$ cat config.mk
export PLATFORM = sky130hd
export DESIGN_NAME = mem_request_unit
export DESIGN_NICKNAME = d
export VERILOG_FILES = /design/src/rtl/ru_pkg.sv /design/src/rtl/req_fifo.sv /design/src/rtl/mem_request_unit.sv
export SDC_FILE = /design/constraint.sdc
export NUM_CORES = 1
export LEC_CHECK = 0
export CAP_MARGIN = 20
export CORE_UTILIZATION = 30
export CTS_CLUSTER_DIAMETER = 120
export DETAILED_ROUTE_END_ITERATION = 8
export PLACE_DENSITY = 0.56
export SLEW_MARGIN = 40
export SYNTH_ARGS = -nofsm -noshare
export SYNTH_HDL_FRONTEND = slang
export SYNTH_SLANG_ARGS = --single-unit
$ cat constraint.sdc
create_clock -name CLK -period 6.2 [get_ports CLK]
set_clock_uncertainty 0.1 [all_clocks]
set_input_delay 0.93 -clock CLK [delete_from_list [all_inputs] [get_ports CLK]]
set_output_delay 0.93 -clock CLK [all_outputs]
set_load 0.02 [all_outputs]
$ cat src/rtl/ru_pkg.sv
// ru_pkg -- shared types for the queued data-memory request unit.
//   req_kind_t : kind of a queued request (read or write)
//   ru_state_t : request-issue FSM state
//   req_t      : one queue entry {kind, addr, wdata}
// The entry widths below set the width of the queue storage; the top-level
// ADDR_W/DATA_W ports are cast into and out of these fields.
package ru_pkg;

  localparam int RU_ADDR_W = 32;
  localparam int RU_DATA_W = 32;

  typedef enum logic {
    REQ_READ  = 1'b0,
    REQ_WRITE = 1'b1
  } req_kind_t;

  typedef enum logic {
    RU_IDLE = 1'b0,
    RU_BUSY = 1'b1
  } ru_state_t;

  typedef struct packed {
    req_kind_t              kind;
    logic [RU_ADDR_W-1:0]   addr;
    logic [RU_DATA_W-1:0]   wdata;
  } req_t;

endpackage

$ cat src/rtl/req_fifo.sv
// req_fifo -- synchronous in-order FIFO of DEPTH entries of type T.
//   CLK, RST : clock, synchronous active-high reset (clears pointers/count)
//   push     : write wdata; ignored when full unless a pop happens the same cycle
//   pop      : drop the head entry; ignored when empty
//   wdata    : entry to write
//   rdata    : head entry (valid when !empty)
//   empty    : no entries held
//   count    : number of entries held, 0..DEPTH
module req_fifo #(
  parameter type T     = logic [7:0],
  parameter int  DEPTH = 4
) (
  input  logic                     CLK,
  input  logic                     RST,
  input  logic                     push,
  input  logic                     pop,
  input  T                         wdata,
  output T                         rdata,
  output logic                     empty,
  output logic [$clog2(DEPTH):0]   count
);

  localparam int AW = $clog2(DEPTH);

  T               mem [DEPTH];
  logic [AW-1:0]  wptr;
  logic [AW-1:0]  rptr;
  logic           full;
  logic           push_en;
  logic           pop_en;

  assign full  = (count == (AW+1)'(DEPTH));
  assign empty = (count == '0);
  assign rdata = mem[rptr];

  // A full queue still accepts a push in the cycle its head is popped,
  // so a completing request frees its slot for the incoming one.
  assign pop_en  = pop & ~empty;
  assign push_en = push & (~full | pop_en);

  always_ff @(posedge CLK) begin
    if (push_en) begin
      mem[wptr] <= wdata;
    end
  end

  always_ff @(posedge CLK) begin
    if (RST) begin
      wptr  <= '0;
      rptr  <= '0;
      count <= '0;
    end else begin
      if (push_en) wptr <= wptr + 1'b1;
      if (pop_en)  rptr <= rptr + 1'b1;
      case ({push_en, pop_en})
        2'b10:   count <= count + 1'b1;
        2'b01:   count <= count - 1'b1;
        default: count <= count;
      endcase
    end
  end

endmodule

$ cat src/rtl/mem_request_unit.sv
// mem_request_unit -- queued data-memory request unit between the pipeline
// control unit and the dcache port. Requests are queued in order and driven
// to memory one at a time, each held until dhit.
//   CLK, RST              : clock, synchronous active-high reset
//   ihit                  : qualifies ctr_dREN / ctr_dWEN
//   ctr_dREN, ctr_dWEN    : load / store request (write wins if both)
//   ctr_addr, ctr_wdata   : request address and store data
//   dhit, dmemload        : memory completion and load data
//   imemREN               : instruction read enable (!stall)
//   dmemREN, dmemWEN      : registered read / write enable to memory
//   dmemaddr, dmemstore   : registered address / store data to memory
//   ld_valid, ld_data     : one-cycle pulse with completed load data
//   stall                 : queue full
//   timeout               : sticky; head request waited TIMEOUT cycles
//
//  state   | meaning
//  --------+-----------------------------------------------------------
//  RU_IDLE | nothing presented to memory; issues the queue head if any
//  RU_BUSY | head presented on dmem*; waiting for dhit, watchdog running
module mem_request_unit
  import ru_pkg::*;
#(
  parameter int ADDR_W  = RU_ADDR_W,
  parameter int DATA_W  = RU_DATA_W,
  parameter int DEPTH   = 4,
  parameter int TIMEOUT = 255
) (
  input  logic              CLK,
  input  logic              RST,
  input  logic              ihit,
  input  logic              ctr_dREN,
  input  logic              ctr_dWEN,
  input  logic [ADDR_W-1:0] ctr_addr,
  input  logic [DATA_W-1:0] ctr_wdata,
  input  logic              dhit,
  input  logic [DATA_W-1:0] dmemload,
  output logic              imemREN,
  output logic              dmemREN,
  output logic              dmemWEN,
  output logic [ADDR_W-1:0] dmemaddr,
  output logic [DATA_W-1:0] dmemstore,
  output logic              ld_valid,
  output logic [DATA_W-1:0] ld_data,
  output logic              stall,
  output logic              timeout
);

  localparam int AW   = $clog2(DEPTH);
  localparam int WD_W = $clog2(TIMEOUT + 1);

  ru_state_t      state_q;
  ru_state_t      state_d;
  logic           issue;
  logic           retire;

  req_t           q_in;
  req_t           q_head;
  logic           q_push;
  logic           q_empty;
  logic [AW:0]    q_count;

  logic [WD_W-1:0] wd_cnt;

  assign q_push     = ihit & (ctr_dREN | ctr_dWEN);
  assign q_in.kind  = ctr_dWEN ? REQ_WRITE : REQ_READ;
  assign q_in.addr  = RU_ADDR_W'(ctr_addr);
  assign q_in.wdata = RU_DATA_W'(ctr_wdata);

  assign stall   = (q_count == (AW+1)'(DEPTH));
  assign imemREN = ~stall;

  req_fifo #(
    .T     (req_t),
    .DEPTH (DEPTH)
  ) u_fifo (
    .CLK   (CLK),
    .RST   (RST),
    .push  (q_push),
    .pop   (retire),
    .wdata (q_in),
    .rdata (q_head),
    .empty (q_empty),
    .count (q_count)
  );

  always_ff @(posedge CLK) begin
    if (RST) state_q <= RU_IDLE;
    else     state_q <= state_d;
  end

  always_comb begin
    state_d = state_q;
    issue   = 1'b0;
    retire  = 1'b0;
    case (state_q)
      RU_IDLE: begin
        if (!q_empty) begin
          issue   = 1'b1;
          state_d = RU_BUSY;
        end
      end
      RU_BUSY: begin
        if (dhit) begin
          retire  = 1'b1;
          state_d = RU_IDLE;
        end
      end
      default: state_d = RU_IDLE;
    endcase
  end

  // Output registers and watchdog. The watchdog is a down-counter loaded
  // on issue; the cycle it would reach zero is the TIMEOUT-th BUSY cycle.
  always_ff @(posedge CLK) begin
    if (RST) begin
      dmemREN   <= 1'b0;
      dmemWEN   <= 1'b0;
      dmemaddr  <= '0;
      dmemstore <= '0;
      ld_valid  <= 1'b0;
      ld_data   <= '0;
      timeout   <= 1'b0;
      wd_cnt    <= '0;
    end else begin
      ld_valid <= 1'b0;
      if (issue) begin
        dmemaddr  <= ADDR_W'(q_head.addr);
        dmemstore <= DATA_W'(q_head.wdata);
        dmemREN   <= (q_head.kind == REQ_READ);
        dmemWEN   <= (q_head.kind == REQ_WRITE);
        wd_cnt    <= WD_W'(TIMEOUT);
      end else if (retire) begin
        dmemREN <= 1'b0;
        dmemWEN <= 1'b0;
        wd_cnt  <= '0;
        // dmemREN still reflects the kind of the request being retired.
        if (dmemREN) begin
          ld_valid <= 1'b1;
          ld_data  <= dmemload;
        end
      end else if (state_q == RU_BUSY && wd_cnt != '0) begin
        wd_cnt <= wd_cnt - 1'b1;
        if (wd_cnt == WD_W'(1)) timeout <= 1'b1;
      end
    end
  end

endmodule

==> images/met1.png <==
The bar under the picture is 50 um long. Cells faint in the background.
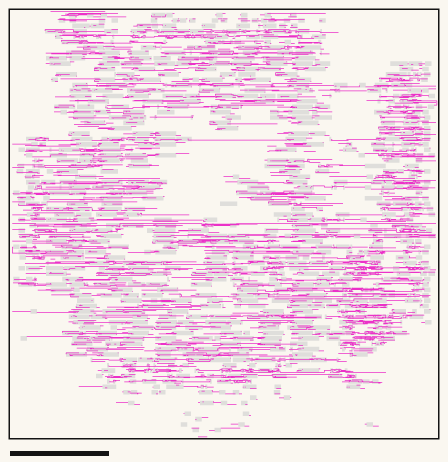
The layer carries 13800 um of wire. 1088 nets have wire on it. The wires run mostly horizontal.
routed via count: 7913
met1 Use GR: 17.5%
final WL: 30800 um

==> changes_impl.md <==
### Changed

- Max Buffers Root-to-Sink: 3
- Setup TNS: 0 ns
- # Max-Cap Violations: 0
- Clock Latency Late Sink: 0.54 ns
- CTS clk-pin slew, worst paths: 0.05 ns
- Crit path DAT: 3.42 ns
- Initial Util: 30.4%
- Seq cells: 378
- Tapcells: 600
- Comb/total area: 18.8%
- Synthesis-to-finish area growth: 30.6%
- Worst Setup SP: ctr_dWEN
- First drt pass iteration count: 6
- Drc violations: 1
- Synth cell types: 40
- Clock buf count: 59
- FMAX: 0.305 GHz
- Top comb family, area: multiplexers
- M1 WL: 13800 um
- Inst Count DP: 1662
- Synth Area in Adders: 0.782%
- Hold Buf Count CTS: 0
- Logic pwr share: 13.7%
- Final setup fails: 0
- Top post-synthesis cells by area: edfxtp_1, dfxtp_1, mux4_2
- WL met2: 14200 um
- Worst path cell trace: clkdlybuf4s50_1, o21ai_1, a31oi_1, and2_4, buf_12, buf_16
- Top power group: registers
- Buffering overhead: 12.8%
- VDD IR-drop max: 0.000174 V
- Place WS: 2.36 ns
- Status: finished with violations
- Final setup margin: 2.92 ns
- Comb group: 845 uW
- Layout Nets: 1216
- Slew Viols, Final: 0
- Cell Area, Synth: 13800 um2
- Mi-comb count: 459
- Top delay family on crit path: buffers and inverters
- Bufs w/o clock: 217
- Hold Path Stages: 2
- Routed WL per cell: 17.7 um
- Top-count cell post-synth: edfxtp_1
- Asr flop ratio synth: 0%
- Biggest register: u_fifo.mem
- Die ar.: 46700 um2
- Detailed Place HPWL: 19200 um
- Storage cell area: 10200 um2
- Core ar.: 45300 um2
- Sw frac: 24.5%
- Top cell category: sequential cells
- Synth Net Count: 1005
- Finished Cell Area: 18000 um2
- Worst path depth: 6
- Min-delay src: dmemstore[0]
- R2R cell count: 5
- Final ANT Viol Nets: 0
- Simple-gate share of the synthesized area: 7.64%
- Synth top cells by count: edfxtp_1, nand2_1, dfxtp_1
- Failing checks: DRC
- Clk network pwr share: 38.5%
- Overall Power: 6.18 mW
- Setup Fix Bufs, Post-CTS: 0
- DR iter-0 viols: 494
- Synth Area in Compound Gates: 4.57%
- CP max-delay cell: clkdlybuf4s50_1
- Crit path launch type: input pin
- Worst setup path endpoint: u_fifo.mem[1][39]
- Final Hold Vio Count: 0
- Hold slack: 0.352 ns
- Pleak: 5.74 nW
- CP max FO: 25
- Pwr/cell area: 344 nW/um2
- Flop share of the area: 56.7%
==> images/met2.png <==
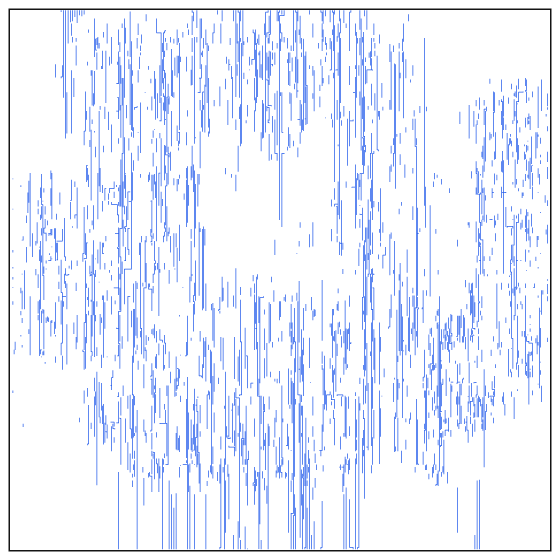
The layer holds 46% of the routed length. The longest straight run is 81.8 um. The wires run mostly vertical. The layer carries 14200 um of wire. 1019 nets have wire on it.
GRT met2 Usage: 21.1%

No activity file was given, so power comes from the tool's default toggle rates.
